==> config.mk <==
export PLATFORM = sky130hd
export DESIGN_NAME = fetch_unit
export DESIGN_NICKNAME = d
export VERILOG_FILES = /design/src/rtl/fetch_unit.sv
export SDC_FILE = /design/constraint.sdc
export NUM_CORES = 1
export LEC_CHECK = 0
export ABC_AREA = 0
export CORE_ASPECT_RATIO = 0.7
export CORE_MARGIN = 4
export CORE_UTILIZATION = 41
export CTS_BUF_LIST = sky130_fd_sc_hd__clkbuf_16
export DETAILED_ROUTE_END_ITERATION = 16
export PLACE_DENSITY = 0.83
export REMOVE_ABC_BUFFERS = 1
export SYNTH_ARGS = -nofsm -noshare
export SYNTH_HDL_FRONTEND = slang
export SYNTH_SLANG_ARGS = --single-unit
==> constraint.sdc <==
create_clock -name clk -period 2.4 [get_ports clk]
set_clock_uncertainty 0.1 [all_clocks]
set_input_delay 0.24 -clock clk [delete_from_list [all_inputs] [get_ports clk]]
set_output_delay 0.24 -clock clk [all_outputs]
set_load 0.02 [all_outputs]
### Clock routing, run 1

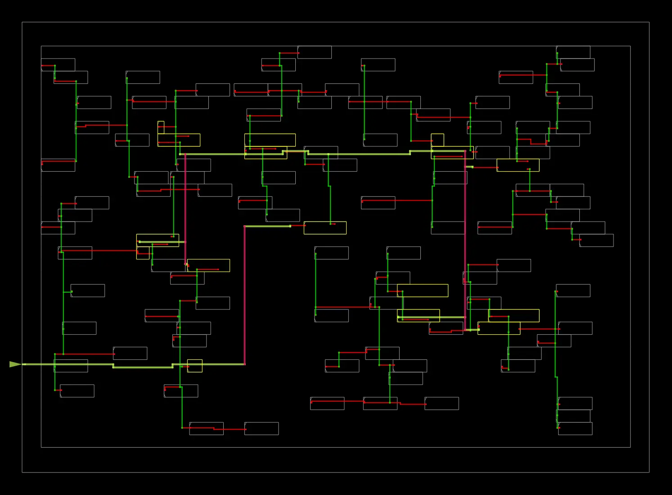
CTS Buf Count: 9
Flops: 96
Clock Power: 1.63 mW
CLK BUF: 9

### Logic cells by family, run 1

Bar = 50 µm.
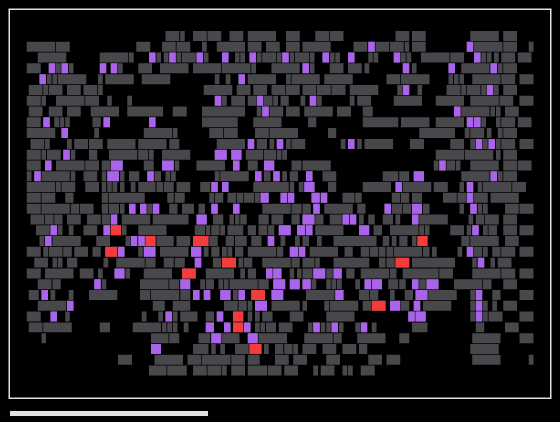
| color | family | cells |
|---|---|---|
| purple | aoi and oai cells | 145 |
| red | non-inverting ao/oa cells | 13 |
fin cells: 941
Commonest Layout Cell: nand2_1
multi-input combinational area share: 0.369

### Sequential cells colored by netlist name, run 1

Bar = 50 µm. Other sequential cells in the stronger gray, the rest of the logic in the fainter gray.
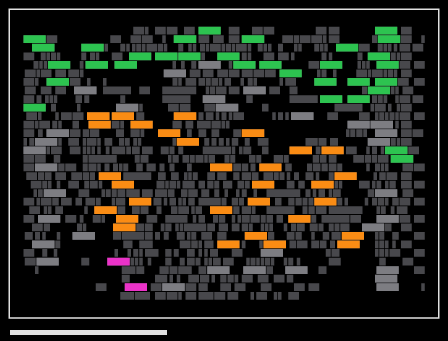
| color | name in the netlist | sequential cells |
|---|---|---|
| magenta | state_q | 2 |
| orange | pc_q | 30 |
| green | insn | 32 |
not colored: 32
post-layout util: 0.621
FF/Latch Area: 1920 µm²
Seq area share: 0.278
Seq group: 1.76 mW

### Wiring by layer, run 1

Two of the layers only.
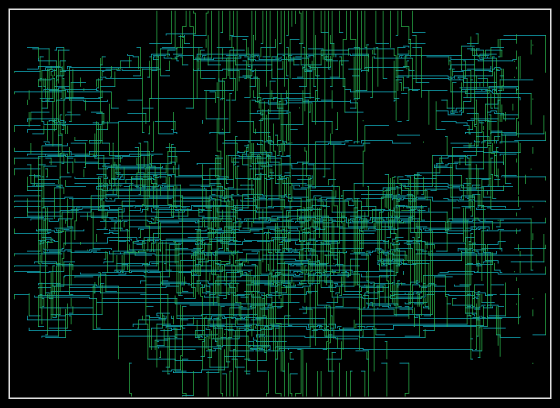
| color | layer | wire length |
|---|---|---|
| cyan | M1 | 6540 µm |
| green | M2 | 6770 µm |
GRT Total Usage: 0.225
final WL: 15000 µm

==> qor.txt <==
FMAX: 439 MHz
Fp_density: 0.423
Initial antenna violation count: 0
WS Path Type: reg -> out
Hold Crit Depth: 2
Top_reg_cell synth: dfxtp_1
Worst vdd ir: 0.354 mV
Ys flops: 96
Logic area: 2550 µm²
DR WL/cell: 15.9 µm
Status: finished, final reports clean
Post-CTS Setup Bufs: 0
Residual DRC: 0
Post-DP Area: 6550 µm²
Total power after layout: 4.23 mW
Share of layout cells above drive strength 1: 0.0799
Antenna fix cells: 0
Flop2flop setup slack: 0.13 ns
CTS sink count: 96
DR pass1 iterations: 5
Fill count: 987
GR Overflow Total: 0
Syn Inst Count: 635
Resized Gates After CTS: 0
Final Instance Area: 6920 µm²
Final Hold Vio Count: 0
First-pass GRT wire length: 24400 µm
Die H: 97.7 µm
Clock Root Buffer: clkbuf_16
Flip-flops with a built-in enable: 0
CP max FO: 23
Final nets: 857
Top cells by area: dfxtp_1 41%, nand2_1 13%, a21oi_1 9.2%
Post-route setup TNS: 0 ns
Syn. warnings: 0
Dpl hpwl: 10600 µm
IO buf count: 160
Power per Cell Area: 611 nW/µm²
Yosys stat area: 4710 µm²
Vias: 5099
Ys cells: 635
Mean post-synth cell area: 7.42 µm²
Distinct cells, synth: 56
Number of routed nets with antenna violations: 0
Synth area leader: dfxtp_1
Cell row count: 32
Tightest hold margin: 0.286 ns
Area Growth Syn to Fin: 46.8%
Placer congestion estimate: 0.839
Synthesized area: 4710 µm²
Largest net degree at the start of global routing: 56
CP endpoint kind: output pin
HP Class: in -> reg
Via-to-Cell Ratio: 5.42
Dpl cells: 925
Largest register FFs: 32
Clk_lat worst skew: 0.34 ns
Data arrival time of the worst path: 1.94 ns
Least-Margin Pin Slew: 0.612 ns
Htree depth: 3
Final Setup Violations: 0
CTS tree: yes
Slew Limit Fails: 0
# IOs: 170
Async S/R FF share, synth: 0
Tool warnings: 30
Clock transition at path regs: 0.07 ns
Worst EP required: 2.06 ns
Cell leakage power: 2.39 nW
Startpoint types: register
Seq/Total Area, Yosys: 0.408
Die outline width: 136 µm
Max cap viols: 0
Cycle use final: 0.949
Chip area: 13300 µm²
Largest type area fraction: 0.408
DR iter-0 viols: 506
==> run 1: layout make-up <==
class | instances | area share
clock buffers | 9 | 0.0326
clock inverters | 7 | 0.0170
inverters | 6 | 0.00326
multi-input cells | 479 | 0.369
flip-flops and latches | 96 | 0.278
well taps | 153 | 0.0277
repair buffers | 191 | 0.273
==> run 1: metrics by stage <==
step            util  setup slack (ns)
3_3_place_gp   0.589             0.124
6_report       0.621             0.122
4_1_cts        0.619            0.0496
2_1_floorplan      -             -1.05
3_5_place_dp   0.589           -0.0179
5_1_grt        0.621           -0.0240
==> run 1: cell usage after synthesis (3+ instances only) <==
cell type and instances:
nand2_1 161, dfxtp_1 96, a21oi_1 87, clkbuf_1 44
and2_1 32, nor2_1 29, o21ai_0 17, nand3_1 16
and3_1 9, buf_4 8, nor3_1 8, a211oi_1 7
a31oi_1 7, nor4_1 7, and4_1 6, inv_1 6
nand4_1 6, nor2b_1 6, or3_1 6, ha_1 5
or4_1 5, a22oi_1 4, a311oi_1 4, buf_2 4
o21a_1 4, a221oi_1 3, nand2b_1 3, nand3b_1 3
o211ai_1 3, o31ai_1 3
==> run 1: routing by layer <==
| layer | wire, µm | global-route usage | up-vias |
|---|---|---|---|
| li1 | - | - | 2489 |
| met3 | 1350 | 0.0683 | 25 |
| met2 | 6770 | 0.348 | 228 |
| met4 | 287 | 0.0519 | 0 |
| met5 | 0 | 0 | - |
| met1 | 6540 | 0.307 | 2357 |
==> run 1: report_power, final <==
part | internal (mW) | switching [mW]
clock network | 1.02 | 0.615
logic | 0.401 | 0.430
registers | 1.67 | 0.0941
total | 3.09 | 1.14
==> run 1: critical path, stage by stage (launching register included) <==
cell and delay, ns:
dfxtp_1 0.41, ha_1 0.22, buf_6 0.20, and2_1 0.16, clkdlybuf4s50_1 0.61
==> run 1: cells by family (layout without fill, tap and decap cells) <==
logic type               after synthesis  in the layout  share of synthesized area
other                                  2              7                    0.00159
AND/OR/NAND/NOR                      307            307                      0.311
adder cells (fa/ha/maj)                5              5                     0.0133
flip-flops                            96             96                      0.408
multiplexers                           2              2                    0.00478
AND-OR/OR-AND                        158            158                      0.201
buffers and inverters                 65            213                     0.0598
==> run 1: layout by cell type (no fill, tap or decap), types with 4 or more instances in the layout <==
| cell type | instances |
|---|---|
| nor2b_1 | 4 |
| nand2_1 | 161 |
| or4_1 | 4 |
| buf_4 | 27 |
| and4_1 | 6 |
| nand3_1 | 16 |
| a311oi_1 | 4 |
| a21oi_1 | 87 |
| clkdlybuf4s50_1 | 159 |
| a211oi_1 | 7 |
| and2_1 | 32 |
| nor2_1 | 29 |
| o21ai_0 | 17 |
| a31oi_1 | 7 |
| a22oi_1 | 4 |
| buf_12 | 4 |
| and3_1 | 9 |
| clkbuf_16 | 9 |
| nor4_1 | 7 |
| nor3_1 | 8 |
| inv_1 | 6 |
| nand4_1 | 6 |
| or3_1 | 6 |
| o21a_1 | 4 |
| dfxtp_1 | 96 |
| conb_1 | 7 |
| ha_1 | 5 |
Power is estimated from default activity; no workload was simulated.
